`config.mk`:
```
export PLATFORM = sky130hd
export DESIGN_NAME = pipe_hazard_ctrl
export DESIGN_NICKNAME = d
export VERILOG_FILES = /design/src/rtl/pipe_hazard_ctrl.sv
export SDC_FILE = /design/constraint.sdc
export NUM_CORES = 1
export LEC_CHECK = 0
export CORE_MARGIN = 2
export CORE_UTILIZATION = 35
export DETAILED_ROUTE_END_ITERATION = 6
export PLACE_DENSITY = 0.75
export SLEW_MARGIN = 20
export SYNTH_ARGS = -nofsm -noshare
export SYNTH_HDL_FRONTEND = slang
export SYNTH_SLANG_ARGS = --single-unit
```
`constraint.sdc`:
```
create_clock -name clk -period 2.8 [get_ports clk]
set_input_delay 0.56 -clock clk [delete_from_list [all_inputs] [get_ports clk]]
set_output_delay 0.56 -clock clk [all_outputs]
set_load 0.005 [all_outputs]
```
`src/rtl/pipe_hazard_ctrl.sv`:
```
// ---------------------------------------------------------------------------
// pipe_hazard_ctrl
//
// Central hazard / sequencing controller for the 5-stage IF/ID/EX/MEM/WB core.
// Produces the per-stage hold (stall), clear (flush/bubble) controls and the
// EX-stage operand forwarding selects. It also sequences multi-cycle
// data-memory accesses with a timeout and drains the pipeline when a halt
// instruction is decoded.
//
// Optional feature macro: PIPE_HAZARD_CTRL_PERF_EN
//   When defined, adds saturating performance counters stall_cycles,
//   flush_events and fwd_events. The default build leaves them out.
//
// Ports
//   clk, rst            clock, synchronous active-high reset
//   id_rs1/id_rs2       source registers of the ID instruction
//   id_use_rs1/rs2      ID instruction actually reads rs1/rs2
//   id_halt             ID holds a halt instruction
//   ex_rs1/ex_rs2       source registers of the EX instruction
//   ex_rd, ex_is_load   destination / load flag of the EX instruction
//   mem_rd, mem_reg_write  destination / write flag of the MEM instruction
//   wb_rd, wb_reg_write    destination / write flag of the WB instruction
//   mem_branch_taken    branch in EX/MEM resolved taken
//   mem_req, mem_ready  data-memory access handshake (see below)
//   pc_stall, *_stall   hold PC / pipeline registers
//   *_flush, mem_wb_bubble  clear pipeline registers
//   fwd_a, fwd_b        EX operand select: 00 regfile, 01 MEM, 10 WB
//   halt                core halted (registered)
//   mem_err             data-memory timeout (registered, sticky)
//   dbg_state           current FSM state (RUN/DRAIN/HALTED/ERR)
//
// Memory handshake: mem_req is the request ("valid") held by the MEM stage for
// the whole access; mem_ready is the completion ("ready"). The access
// completes in the cycle where both are high. Any cycle with mem_req high and
// mem_ready low freezes the whole pipeline, and mem_req must stay high until
// the completing cycle.
// ---------------------------------------------------------------------------
module pipe_hazard_ctrl #(
  parameter int RA_W         = 5,
  parameter int DRAIN_CYCLES = 4,
  parameter int MEM_TIMEOUT  = 16
) (
  input  logic            clk,
  input  logic            rst,
  input  logic [RA_W-1:0] id_rs1,
  input  logic [RA_W-1:0] id_rs2,
  input  logic            id_use_rs1,
  input  logic            id_use_rs2,
  input  logic            id_halt,
  input  logic [RA_W-1:0] ex_rs1,
  input  logic [RA_W-1:0] ex_rs2,
  input  logic [RA_W-1:0] ex_rd,
  input  logic            ex_is_load,
  input  logic [RA_W-1:0] mem_rd,
  input  logic            mem_reg_write,
  input  logic [RA_W-1:0] wb_rd,
  input  logic            wb_reg_write,
  input  logic            mem_branch_taken,
  input  logic            mem_req,
  input  logic            mem_ready,
  output logic            pc_stall,
  output logic            if_id_stall,
  output logic            id_ex_stall,
  output logic            ex_mem_stall,
  output logic            if_id_flush,
  output logic            id_ex_flush,
  output logic            ex_mem_flush,
  output logic            mem_wb_bubble,
  output logic [1:0]      fwd_a,
  output logic [1:0]      fwd_b,
  output logic            halt,
  output logic            mem_err,
`ifdef PIPE_HAZARD_CTRL_PERF_EN
  output logic [31:0]     stall_cycles,
  output logic [31:0]     flush_events,
  output logic [31:0]     fwd_events,
`endif
  output logic [1:0]      dbg_state
);

  // -------------------------------------------------------------------------
  // State encoding and counter widths
  // -------------------------------------------------------------------------
  localparam logic [1:0] ST_RUN    = 2'd0;
  localparam logic [1:0] ST_DRAIN  = 2'd1;
  localparam logic [1:0] ST_HALTED = 2'd2;
  localparam logic [1:0] ST_ERR    = 2'd3;

  localparam int WC_W = $clog2(MEM_TIMEOUT + 1);
  localparam int DC_W = $clog2(DRAIN_CYCLES + 1);

  localparam logic [WC_W-1:0] WAIT_LAST  = WC_W'(MEM_TIMEOUT - 1);
  localparam logic [DC_W-1:0] DRAIN_LAST = DC_W'(DRAIN_CYCLES - 1);

  localparam logic [1:0] FWD_RF  = 2'b00;
  localparam logic [1:0] FWD_MEM = 2'b01;
  localparam logic [1:0] FWD_WB  = 2'b10;

  // -------------------------------------------------------------------------
  // Registers
  // -------------------------------------------------------------------------
  logic [1:0]      r_state;
  logic [WC_W-1:0] r_wait_cnt;
  logic [DC_W-1:0] r_drain_cnt;
  logic            r_halt;
  logic            r_mem_err;

  // -------------------------------------------------------------------------
  // Combinational hazard detection
  // -------------------------------------------------------------------------
  logic w_active;       // RUN or DRAIN: pipeline is live
  logic w_stopped;      // HALTED or ERR: pipeline permanently frozen
  logic w_freeze;       // outstanding data-memory access
  logic w_branch;       // taken branch, effective this cycle
  logic w_load_use_raw; // raw load-use dependency ID <- EX
  logic w_load_use;     // effective load-use stall
  logic w_drain_hold;   // DRAIN keeps fetch blocked and IF/ID empty

  always_comb begin
    w_active  = (r_state == ST_RUN) || (r_state == ST_DRAIN);
    w_stopped = (r_state == ST_HALTED) || (r_state == ST_ERR);
    w_freeze  = w_active && mem_req && !mem_ready;
    w_branch  = w_active && !w_freeze && mem_branch_taken;

    w_load_use_raw = ex_is_load && (ex_rd != '0) &&
                     ((id_use_rs1 && (id_rs1 == ex_rd)) ||
                      (id_use_rs2 && (id_rs2 == ex_rd)));

    // Only evaluated in RUN: in DRAIN, IF/ID is being flushed every cycle,
    // so the ID slot never holds a real instruction to protect, and a stall
    // of IF/ID would fight the flush.
    w_load_use = (r_state == ST_RUN) && !w_freeze && !mem_branch_taken &&
                 w_load_use_raw;

    // A taken branch during DRAIN squashes the halt; the PC must then be
    // free to load the branch target, so the drain hold drops that cycle.
    w_drain_hold = (r_state == ST_DRAIN) && !w_freeze && !mem_branch_taken;
  end

  // -------------------------------------------------------------------------
  // Stage controls. Everything is forced low while rst is high.
  // -------------------------------------------------------------------------
  always_comb begin
    pc_stall      = 1'b0;
    if_id_stall   = 1'b0;
    id_ex_stall   = 1'b0;
    ex_mem_stall  = 1'b0;
    if_id_flush   = 1'b0;
    id_ex_flush   = 1'b0;
    ex_mem_flush  = 1'b0;
    mem_wb_bubble = 1'b0;
    if (!rst) begin
      pc_stall      = w_freeze || w_stopped || w_load_use || w_drain_hold;
      if_id_stall   = w_freeze || w_stopped || w_load_use;
      id_ex_stall   = w_freeze || w_stopped;
      ex_mem_stall  = w_freeze || w_stopped;
      mem_wb_bubble = w_freeze || w_stopped;
      if_id_flush   = w_branch || w_drain_hold;
      id_ex_flush   = w_branch || w_load_use;
      ex_mem_flush  = w_branch;
    end
  end

  // -------------------------------------------------------------------------
  // Forwarding: the MEM-stage result is younger than WB, so it wins.
  // Register 0 is hard-wired and never forwarded.
  // -------------------------------------------------------------------------
  always_comb begin
    fwd_a = FWD_RF;
    fwd_b = FWD_RF;
    if (!rst) begin
      if (mem_reg_write && (mem_rd != '0) && (mem_rd == ex_rs1)) begin
        fwd_a = FWD_MEM;
      end else if (wb_reg_write && (wb_rd != '0) && (wb_rd == ex_rs1)) begin
        fwd_a = FWD_WB;
      end
      if (mem_reg_write && (mem_rd != '0) && (mem_rd == ex_rs2)) begin
        fwd_b = FWD_MEM;
      end else if (wb_reg_write && (wb_rd != '0) && (wb_rd == ex_rs2)) begin
        fwd_b = FWD_WB;
      end
    end
  end

  // -------------------------------------------------------------------------
  // FSM next-state logic
  // -------------------------------------------------------------------------
  logic [1:0]      w_state_nxt;
  logic [WC_W-1:0] w_wait_nxt;
  logic [DC_W-1:0] w_drain_nxt;
  logic            w_timeout;

  always_comb begin
    w_state_nxt = r_state;
    w_drain_nxt = r_drain_cnt;
    // The wait counter runs only across consecutive freeze cycles.
    w_wait_nxt  = w_freeze ? (r_wait_cnt + 1'b1) : '0;
    w_timeout   = w_freeze && (r_wait_cnt == WAIT_LAST);

    case (r_state)
      ST_RUN: begin
        if (w_timeout) begin
          w_state_nxt = ST_ERR;
        end else if (id_halt && !w_freeze && !mem_branch_taken &&
                     !w_load_use_raw) begin
          w_state_nxt = ST_DRAIN;
          w_drain_nxt = '0;
        end
      end
      ST_DRAIN: begin
        if (w_timeout) begin
          w_state_nxt = ST_ERR;
        end else if (!w_freeze) begin
          if (mem_branch_taken) begin
            w_state_nxt = ST_RUN;
          end else if (r_drain_cnt == DRAIN_LAST) begin
            w_state_nxt = ST_HALTED;
          end else begin
            w_drain_nxt = r_drain_cnt + 1'b1;
          end
        end
      end
      ST_HALTED: w_state_nxt = ST_HALTED;
      ST_ERR:    w_state_nxt = ST_ERR;
      default:   w_state_nxt = ST_RUN;
    endcase
  end

  // -------------------------------------------------------------------------
  // State registers. halt/mem_err follow the state being entered so they
  // assert on the same edge as HALTED/ERR.
  // -------------------------------------------------------------------------
  always_ff @(posedge clk) begin
    if (rst) begin
      r_state     <= ST_RUN;
      r_wait_cnt  <= '0;
      r_drain_cnt <= '0;
      r_halt      <= 1'b0;
      r_mem_err   <= 1'b0;
    end else begin
      r_state     <= w_state_nxt;
      r_wait_cnt  <= w_wait_nxt;
      r_drain_cnt <= w_drain_nxt;
      r_halt      <= (w_state_nxt == ST_HALTED) || (w_state_nxt == ST_ERR);
      r_mem_err   <= (w_state_nxt == ST_ERR);
    end
  end

  assign halt      = r_halt;
  assign mem_err   = r_mem_err;
  assign dbg_state = r_state;

`ifdef PIPE_HAZARD_CTRL_PERF_EN
  // -------------------------------------------------------------------------
  // Saturating performance counters, live only in RUN/DRAIN.
  // -------------------------------------------------------------------------
  logic [31:0] r_stall_cycles;
  logic [31:0] r_flush_events;
  logic [31:0] r_fwd_events;

  always_ff @(posedge clk) begin
    if (rst) begin
      r_stall_cycles <= '0;
      r_flush_events <= '0;
      r_fwd_events   <= '0;
    end else if (w_active) begin
      if (pc_stall && (r_stall_cycles != '1)) begin
        r_stall_cycles <= r_stall_cycles + 32'd1;
      end
      if (ex_mem_flush && (r_flush_events != '1)) begin
        r_flush_events <= r_flush_events + 32'd1;
      end
      if (((fwd_a != FWD_RF) || (fwd_b != FWD_RF)) && (r_fwd_events != '1)) begin
        r_fwd_events <= r_fwd_events + 32'd1;
      end
    end
  end

  assign stall_cycles = r_stall_cycles;
  assign flush_events = r_flush_events;
  assign fwd_events   = r_fwd_events;
`endif

endmodule
```
Run 1, cells coloured by class:
Scale: 6 px per µm.
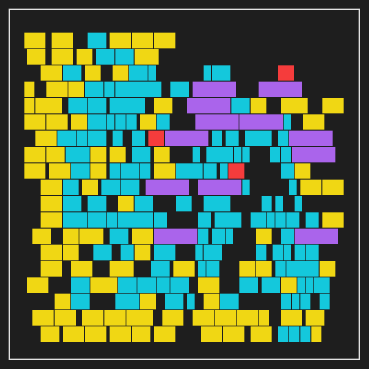
| class | colour | cells |
|---|---|---|
| remaining buffers and delay cells | yellow | 89 |
| remaining logic cells | cyan | 114 |
| clock-net drivers | red | 3 |
| registers | purple | 12 |

Run 1, congestion heat map:
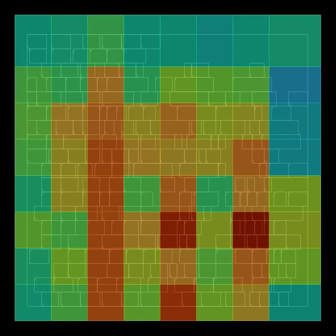
detail-routed net length per standard cell: 14.1 µm
global-route met2 utilization: 41.4%
fraction of the core area covered by cells at the end of the flow: 70.1%

Run 1, the metal 1 layer:
Scale: 8 px per µm.
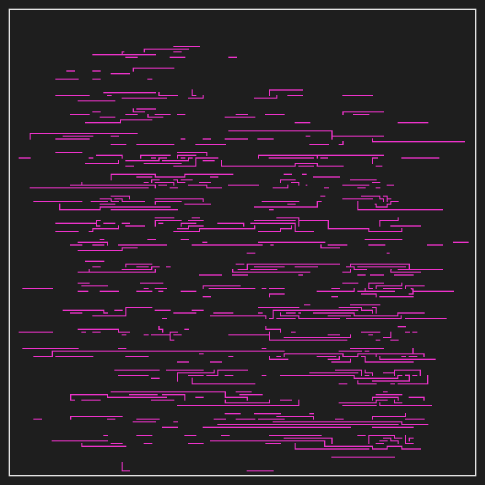
nets with wire on the layer: 234
longest straight run: 29.0 µm
share of all routed wire: 41%
main direction: horizontal
wire length on this layer: 1,450 µm

==> flow_summary_export.csv, run 1 <==
group,metric,value,unit
run_status,status,"completed",
setup_path,cp_arrival,2230,ps
logic_synthesis,synthTopCellsByCount,"xnor2_1 (23), dfxtp_1 (12), nor2_1 (11)",
cts,worst_setup_hold_path_clk_slew,60,ps
sta,fin_setup_tns,0,ps
hold_path,worst_hold_path.num_cells,1,
setup_path,cpMostUsedCell,"nor3_1",
hold_path,worst_hold_path_type,"flop to flop",
logic_synthesis,yosys_most_used_dff,"dfxtp_1",
die,core,2760,µm²
pwr,power.static_leakage,0.802,nW
logic_synthesis,total_standard_cell_area_after_synthesis,1020,µm²
die,floorplan.rows,19,
logic_synthesis,syn_area_per_cell,7.88,µm²
layout,total_area_of_sequential_cells,240,µm²
pwr,top_power_group,"combinational logic",
grt,gr-total-overflow,0,
sta,worst_margin_slew,448,ps
pwr,netSwitchingFraction,28.5,%
pwr,power.clock.fraction,20.9,%
setup_path,max_stage_delay,550,ps
sta,finalSetupViolations,0,
pwr,switching_power,0.141,mW
grt,grt.met3_usage,4.24,%
logic_synthesis,edf_count,0,
pwr,power_density,255,nW/µm²
pwr,seq_power,0.177,mW
pwr,cell_internal_pwr,0.352,mW
logic_synthesis,yosys_area,1020,µm²
logic_synthesis,yosys.area_share.aoi,12.5,%
logic_synthesis,seq_area_frac_synth,23.4,%
logic_synthesis,synthMuxAreaShare,0.977,%
placed_design,globalplace.congestion,0.872,
layout,drive_above_1_share,21.6,%
pwr,seq_power_share,35.9,%
logic_synthesis,post_synthesis_simple_gate_area_fraction,27.2,%
die,i_o_pins,62,
cts,cts_tree,"done",
die,floorplanUtilization,37.2,%
logic_synthesis,synth_stat.cells,130,
logic_synthesis,yosys.area.top_type,"dfxtp_1",
setup_path,timing.critical_path.from,"mem_rd[1]",
routing,wirelength,3520,µm
setup_path,timing.critical_path.slowest_stage_cell,"or4_4",
grt,via_count_of_the_first_global_routing_pass,1359,
flow_run,log.warning_count,27,
sta,final_max_slew_viol_count,0,
sta,maxClockFrequency,0.358,GHz
die,die_x,58.1,µm
grt,global_route_wire_length_before_repair,5690,µm
sta,hold_violations,0,
logic_synthesis,fp_nets,180,
setup_path,regToRegSetupSlack,1180,ps
placed_design,io_buffer_count,61,
layout,fin_area,1930,µm²
die,die-area,3380,µm²
sta,slew_margin_rel,69.8,%
grt,grt_use_met1,24.3,%
logic_synthesis,synthArstFlopShare,0,%
setup_path,timing.critical_path.max_delay_family,"simple AND/OR/NAND/NOR gates",
pwr,power.combinational.fraction,43.2,%
sta,setup_slack,8.45,ps
layout,layout.filler_cells,226,
logic_synthesis,synth_adder_area_share,4.88,%
setup_path,reg2reg_depth,6,
sta,grt_setup_unrepaired,"false",
layout,final_nets,270,
pwr,power_combinational,0.213,mW
routing,post_detailed_route_via_to_cell_ratio,5.05,
hold_path,hold_path_startpoint,"r_wait_cnt[0]$_SDFF_PP0_",
sta,finalClockPeriodUsage,99.7,%
routing,detail_route.iter0.violations,79,
die,vert_die_dim,58.1,µm
logic_synthesis,synthXorXnorAreaFrac,27.4,%
routing,met2RoutedLength,1840,µm
placed_design,number_of_placed_instances_taps_included,243,
placed_design,place_area,1840,µm²
layout,comb_area,803,µm²
placed_design,pre_cts_slack,-568,ps
logic_synthesis,area_leaders,"dfxtp_1 (23%), xnor2_1 (20%), xor2_1 (7.7%), ha_1 (4.9%), nor2_1 (4.0%)",
flow_run,reported_max_cap_violation_count,0,
layout,layout.cells.non_filler,249,
grt,gr-usage-all-layers,22.0,%
logic_synthesis,synthesis.instances,130,
pwr,pg_clk,0.103,mW
[run 1: layout make-up]
type,count,area share [%]
well taps,31,2.01
clock buffers,3,1.17
repair buffers,89,42.1
multi-input cells,110,41.6
inverters,4,0.777
flip-flops and latches,12,12.4
[run 1: cell usage in the layout, fill, tap and decap left out, types with 4 or more instances in the layout]
master	n
clkdlybuf4s50_1	46
a21oi_1	8
nor2_1	10
nand3_1	6
ha_1	4
nand2b_1	4
buf_2	4
dfxtp_1	12
dlymetal6s2s_1	4
inv_1	4
nand2_1	7
xor2_1	9
dlygate4sd2_1	7
nor3_1	7
xnor2_1	22
buf_4	25
[run 1: registers in the layout (all words and copies together), names as in the netlist]
| register | count |
|---|---|
| r_drain_cnt | 3 |
| dbg_state | 2 |
| r_wait_cnt | 5 |
| mem_err | 1 |
| halt | 1 |
## Run 2: what changed since run 1
--- a/config.mk
+++ b/config.mk
@@ -5,6 +5,7 @@
 export SDC_FILE = /design/constraint.sdc
 export NUM_CORES = 1
 export LEC_CHECK = 0
+export CORE_ASPECT_RATIO = 1.25
 export CORE_MARGIN = 2
 export CORE_UTILIZATION = 35
 export DETAILED_ROUTE_END_ITERATION = 6
Run 2, cells coloured by class:
Scale: 6 px per µm.
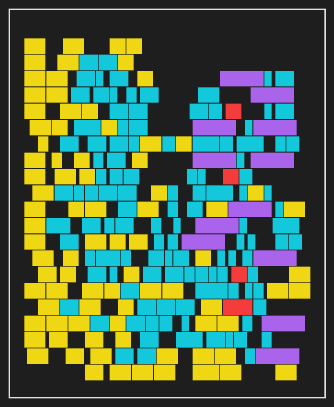
| class | colour | cells |
|---|---|---|
| remaining buffers and delay cells | yellow | 84 |
| clock drivers and dummy loads | red | 4 |
| registers | purple | 12 |
| remaining logic cells | cyan | 114 |

Run 2, cells by drive strength:
Scale: 6 px per µm.
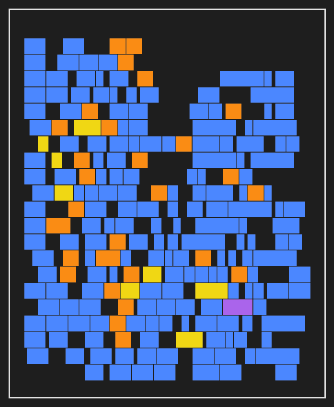
| size | colour | cells | most used |
|---|---|---|---|
| x6 and larger | purple | 1 | clkbuf_8 |
| x3 and x4 | orange | 28 | buf_4 |
| x2 | yellow | 8 | o21ai_2 |
| x1 and smaller | blue | 177 | clkdlybuf4s50_1 |

==> flow_summary_export.csv, run 2 <==
group,metric,value,unit
logic_synthesis,synthXorXnorAreaFrac,27.4,%
logic_synthesis,total_standard_cell_area_after_synthesis,1020,µm²
logic_synthesis,syn_area_per_cell,7.88,µm²
placed_design,number_of_placed_instances_taps_included,243,
die,floorplan.rows,21,
logic_synthesis,seq_area_frac_synth,23.4,%
placed_design,pre_cts_slack,-419,ps
pwr,switching_power,0.139,mW
logic_synthesis,fp_nets,180,
cts,cts_tree,"done",
grt,via_count_of_the_first_global_routing_pass,1369,
sta,slew_margin_rel,70.7,%
die,floorplanUtilization,37.5,%
hold_path,hold_path_startpoint,"r_wait_cnt[0]$_SDFF_PP0_",
grt,globalRouteMet2Util,40.3,%
hold_path,worst_hold_path.num_cells,1,
layout,largest_register_ff_count,5,
logic_synthesis,synth_stat.cells,130,
logic_synthesis,yosys.area_share.aoi,12.5,%
pwr,power.combinational.fraction,39.0,%
routing,post_detailed_route_via_to_cell_ratio,5.14,
setup_path,timing.critical_path.from,"ex_rd[1]",
die,core,2730,µm²
flow_run,reported_max_cap_violation_count,0,
sta,fin_setup_tns,0,ps
layout,fin_area,1870,µm²
placed_design,place_area,1820,µm²
pwr,cell_internal_pwr,0.376,mW
logic_synthesis,yosys.area.top_type,"dfxtp_1",
pwr,seq_power_share,34.3,%
flow_run,log.warning_count,28,
sta,finalClockPeriodUsage,97.4,%
setup_path,reg2reg_depth,6,
layout,regMostFlops,"r_wait_cnt",
layout,layout_top_cell_excl_fill_tap,"clkdlybuf4s50_1",
placed_design,globalplace.congestion,0.905,
logic_synthesis,synthMuxAreaShare,0.977,%
layout,drive_above_1_share,17.3,%
logic_synthesis,yosys_area,1020,µm²
layout,mostFrequentLayoutCells,"clkdlybuf4s50_1 (49), xnor2_1 (23), buf_4 (23)",
hold_path,worst_hold_path_type,"flop to flop",
logic_synthesis,synth_adder_area_share,4.88,%
setup_path,regToRegSetupSlack,1120,ps
sta,worst_margin_slew,435,ps
logic_synthesis,yosys_most_used_dff,"dfxtp_1",
pwr,power_combinational,0.201,mW
run_status,status,"completed",
routing,detail_route.iter0.violations,6,
sta,finalSetupViolations,0,
layout,fin_util,68.5,%
placed_design,io_buffer_count,61,
sta,maxClockFrequency,0.367,GHz
logic_synthesis,synthesis.instances,130,
logic_synthesis,edf_count,0,
grt,gr-total-overflow,0,
layout,final_nets,265,
logic_synthesis,post_synthesis_simple_gate_area_fraction,27.2,%
routing,wl_per_cell,14.0,µm
die,vert_die_dim,64.5,µm
==> run 2: final cells by class <==
class                           instances  area, µm²  area share, %
Clock buffer                            4       36.3           1.94
Inverter                                4       15.0          0.802
Multi-Input combinational cell        110        771           41.1
Sequential cell                        12        240           12.8
Tap cell                               34       42.5           2.27
Timing Repair Buffer                   84        768           41.0
==> run 2: kinds of logic (layout without fill, tap and decap cells) <==
group                    count (synthesis)  count (layout)
flip-flops                              12              12
XOR/XNOR                                32              32
AND/OR/NAND/NOR                         53              53
buffers and inverters                    8              92
AND-OR/OR-AND                           20              20
multiplexers                             1               1
adder cells (fa/ha/maj)                  4               4
==> run 2: critical path, cell delays in order <==
cell             delay (ps)
dlygate4sd2_1           250
or4_4                   530
o21ai_2                 130
and2b_2                 230
o31a_1                  250
clkdlybuf4s15_1         210
## Run 3: what changed since run 2
--- a/config.mk
+++ b/config.mk
@@ -9,6 +9,7 @@
 export CORE_MARGIN = 2
 export CORE_UTILIZATION = 35
 export DETAILED_ROUTE_END_ITERATION = 6
+export MAX_ROUTING_LAYER = met4
 export PLACE_DENSITY = 0.75
 export SLEW_MARGIN = 20
 export SYNTH_ARGS = -nofsm -noshare
Run 3, the metal 1 layer:
Scale: 8 px per µm.
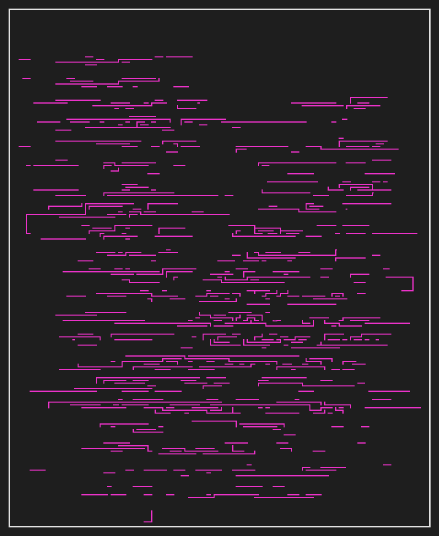
wire length on this layer: 1,320 µm
main direction: horizontal
share of all routed wire: 38%
nets with wire on the layer: 233

Run 3, cells coloured by class:
Scale: 6 px per µm.
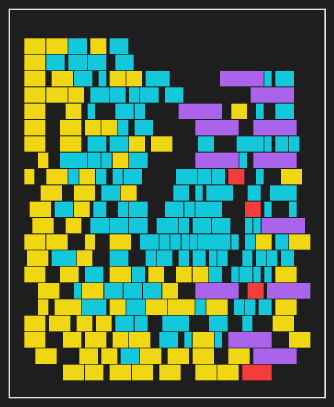
| class | colour | cells |
|---|---|---|
| registers | purple | 12 |
| remaining logic cells | cyan | 114 |
| clock drivers and dummy loads | red | 4 |
| remaining buffers and delay cells | yellow | 86 |

==> flow_summary_export.csv, run 3 <==
group,metric,value,unit
layout,drive_above_1_share,20.4,%
sta,slew_margin_rel,72.4,%
setup_path,reg2reg_depth,5,
layout,layout.cells.non_filler,250,
die,vert_die_dim,64.5,µm
routing,detail_route.iter0.violations,16,
run_status,status,"completed",
pwr,top_power_group,"combinational logic",
setup_path,regToRegSetupSlack,1170,ps
pwr,power.clock.fraction,26.2,%
setup_path,timing.critical_path.from,"mem_rd[1]",
grt,global_route_wire_length_before_repair,5680,µm
pwr,pg_clk,0.136,mW
flow_run,reported_max_cap_violation_count,0,
pwr,seq_power,0.177,mW
placed_design,io_buffer_count,61,
logic_synthesis,total_standard_cell_area_after_synthesis,1020,µm²
placed_design,number_of_placed_instances_taps_included,244,
layout,regMostFlops,"r_wait_cnt",
grt,grt_use_met1,23.9,%
routing,met2RoutedLength,1820,µm
sta,finalClockPeriodUsage,97.8,%
logic_synthesis,yosys.area.top_type,"dfxtp_1",
hold_path,hold_path_startpoint,"r_wait_cnt[0]$_SDFF_PP0_",
sta,final_max_slew_viol_count,0,
layout,fin_util,69.3,%
layout,layout.filler_cells,234,
grt,globalRouteMet2Util,40.6,%
die,i_o_pins,62,
logic_synthesis,synthTopCellsByCount,"xnor2_1 (23), dfxtp_1 (12), nor2_1 (11)",
die,floorplan.rows,21,
pwr,netSwitchingFraction,27.1,%
sta,fin_setup_tns,0,ps
logic_synthesis,seq_area_frac_synth,23.4,%
logic_synthesis,yosys_area,1020,µm²
logic_synthesis,syn_area_per_cell,7.88,µm²
placed_design,pre_cts_slack,-423,ps
pwr,cell_internal_pwr,0.377,mW
die,die-area,3380,µm²
pwr,switching_power,0.140,mW
[run 3: cell counts after synthesis]
Identical to the previous run, type by type.
[run 3: kinds of logic after synthesis]
group,synth area share (%)
and+or+nand+nor,27.2
xor gates and xnor gates,27.4
AOI/OAI and AO/OA,12.5
DFF,23.4
buffers and inverters,3.66
adders and majority gates,4.88
muxes,0.977
[run 3: area by class of cell]
cell class | instances | area, µm² | area share (%)
inverters | 4 | 15.0 | 0.793
clock buffers | 4 | 36.3 | 1.92
repair buffers | 86 | 778 | 41.1
flip-flops and latches | 12 | 240 | 12.7
multi-input cells | 110 | 782 | 41.3
well taps | 34 | 42.5 | 2.25
[run 3: critical path, cell delays in order]
cell and delay, ps:
clkdlybuf4s50_1 420, or4_4 540, o21ai_2 140, buf_4 130, nor3_1 40, nor3_1 200
buf_2 150

==> screenshots <==
A small window of the routed layout.
picture 1
Region (1, 36) to (26, 61) µm. Cells in grey, sequential cells in the stronger grey; small squares are vias.
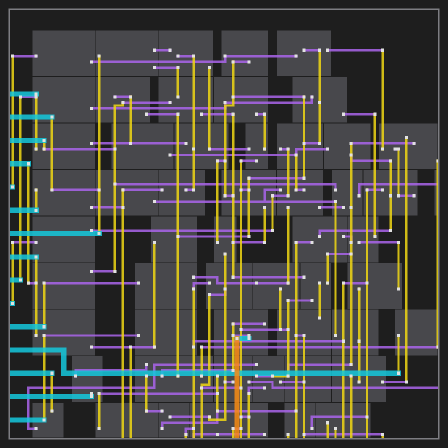
picture 2
Region (2, 31) to (27, 56) µm. Cells in grey, sequential cells in the stronger grey; small squares are vias.
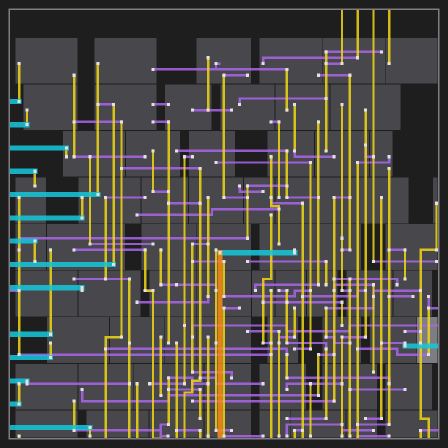
picture 3
Region (1, 36) to (26, 61) µm. Cells in grey, sequential cells in the stronger grey; small squares are vias.
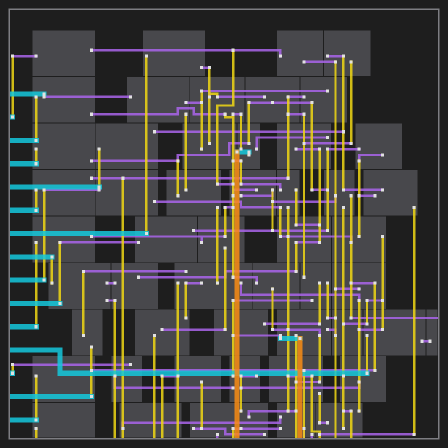
- run 3 = picture 1
- run 2 = picture 3
- run 1 = picture 2

Key to picture 3:
| layer | colour |
|---|---|
| M3 | cyan |
| M1 | purple |
| M4 | orange |
| M2 | yellow |
cells with their middle in the window: 51
most frequent: clkdlybuf4s50_1 (13), buf_4 (10), xor2_1 (7)
sequential cells in the window: 0

Power figures rest on the tool's default switching activity, not on a simulated workload.
